Design keyscan, sky130hd; sources not shown.
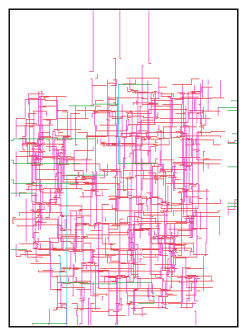
(signal wires by layer)
legend:
  met3:
    colour: green
    wire_length: 266 um
  met1:
    colour: red
    wire_length: 3,140 um
  met4:
    colour: cyan
    wire_length: 163 um
  met2:
    colour: magenta
    wire_length: 3,510 um
via count: 2,192
final wirelength: 7.08 mm
GRT Util Overall: 0.133
WL/cell: 14.4 um

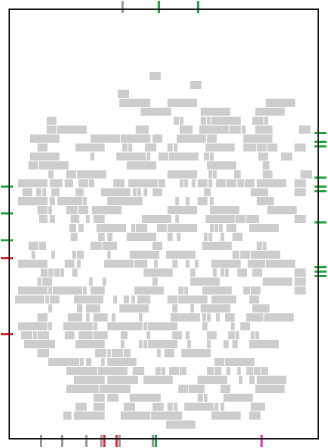
(pin placement)
Pins as bars across the die edge, other pins in grey.
legend:
  col_out:
    colour: red
    pins: 4
    direction: output
    edge: 2 south, 2 west
  key_event:
    colour: magenta
    pins: 1
    direction: output
    edge: south
  keys:
    colour: green
    pins: 16
    direction: output
    edge: 10 east, 3 west, 2 north, 1 south
all pins by edge: 10 south, 10 east, 5 west, 3 north
Die W: 93.6 um
PortBufs: 27

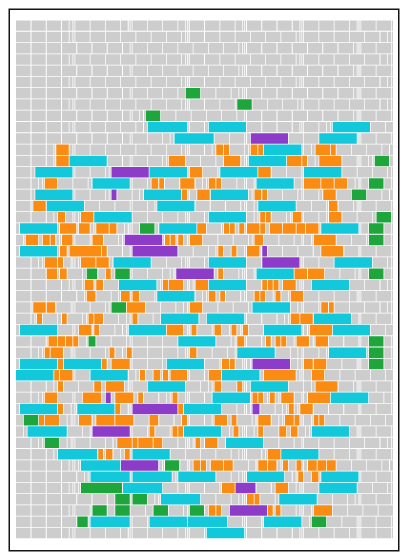
(placed cells, one colour a class)
Fill, decap, tap and diode cells in grey.
legend:
  other buffers and delay cells:
    colour: green
    cells: 30
  flip-flops:
    colour: cyan
    cells: 80
  all other logic:
    colour: orange
    cells: 223
  clock drivers and dummy loads:
    colour: purple
    cells: 16
Seq/total area: 0.471
Core Area: 0.0114 mm^2
post-layout util: 0.375

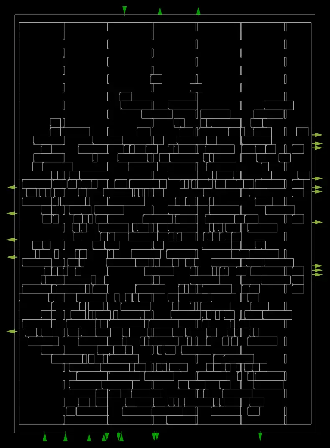
(placement view)
Tapcells: 144
registers: 80
filler instances: 1,150
number of core rows: 46
Layout Cells excl Fill: 493

==> deck_impl_summary.md <==
Run Summary

Run status
  – Status: finished clean

Global routing
  – Layer carrying the most global-route usage: met2
  – Global-route wire length before repair: 11.9 mm

Cells and area
  – Data buffer area share: 0.0719
  – FF/Latch Area: roughly 0.0020 mm^2
  – Syn-to-layout area delta: 21.4%

Synthesis
  – Synth Area in Simple Gates: 0.167
  – Area share, top type: 0.490
  – Count leader, synth: dfrtp_1
  – Post-Synth XOR/XNOR Area: 0.117
  – Chip Area, Yosys: ~0.0035 mm^2
  – Post-synth ARST share: 1.00
  – FA/HA/MAJ Cells, Area Fraction: 0.0284
  – Register share after synthesis: 0.572
  – Syn Nets: about 330
  – Cells after Synth: around 310

Run
  – Total tool warning count: 31
  – # Max-Cap Violations: 0

Final timing
  – Period utilization: 0.684
  – Fin. Hold Viols: 0
  – Period minus WS final: ~3100 ps
  – Worst slew margin: 0.477
  – RSZ-0062 raised after global routing: false
  – Least-Margin Pin Slew: 783 ps

Setup path
  – Stages on the worst setup path: 6
  – Worst-path cell chain: or4b_1 -> nor4_4 -> buf_4 -> and2_1 -> nand4_4 -> mux2_1
  – Crit path DAT: about 3200 ps
  – CP top delay family: simple AND/OR/NAND/NOR gates

Die
  – Fp_density: 0.309
  – Chip area: around 0.012 mm^2
  – IO Pins: 28

Drt
  – Drt pass-1 iters: 3
  – Vias per cell: around 4.4

Clock network
  – Root Driver: clkbuf_16
  – Reg clk slew, reported paths: ~60 ps
  – Clock sink total: 80
  – Clk ins delay skew pair: between 300 and 400 ps

Placement
  – Setup WS pre-CTS: between 1000 and 1500 ps
  – Routability Congestion: between 0.7 and 0.8
  – Dpl hpwl: just under 5 mm
  – Post-placement cell area: 0.00396 mm^2

Power and ir drop
  – Internal Power: between 1000 and 1500 uW
  – Sw Ratio: 0.195

Min path
  – Hold Path Depth: 0
Power and IR drop assume default switching activity.
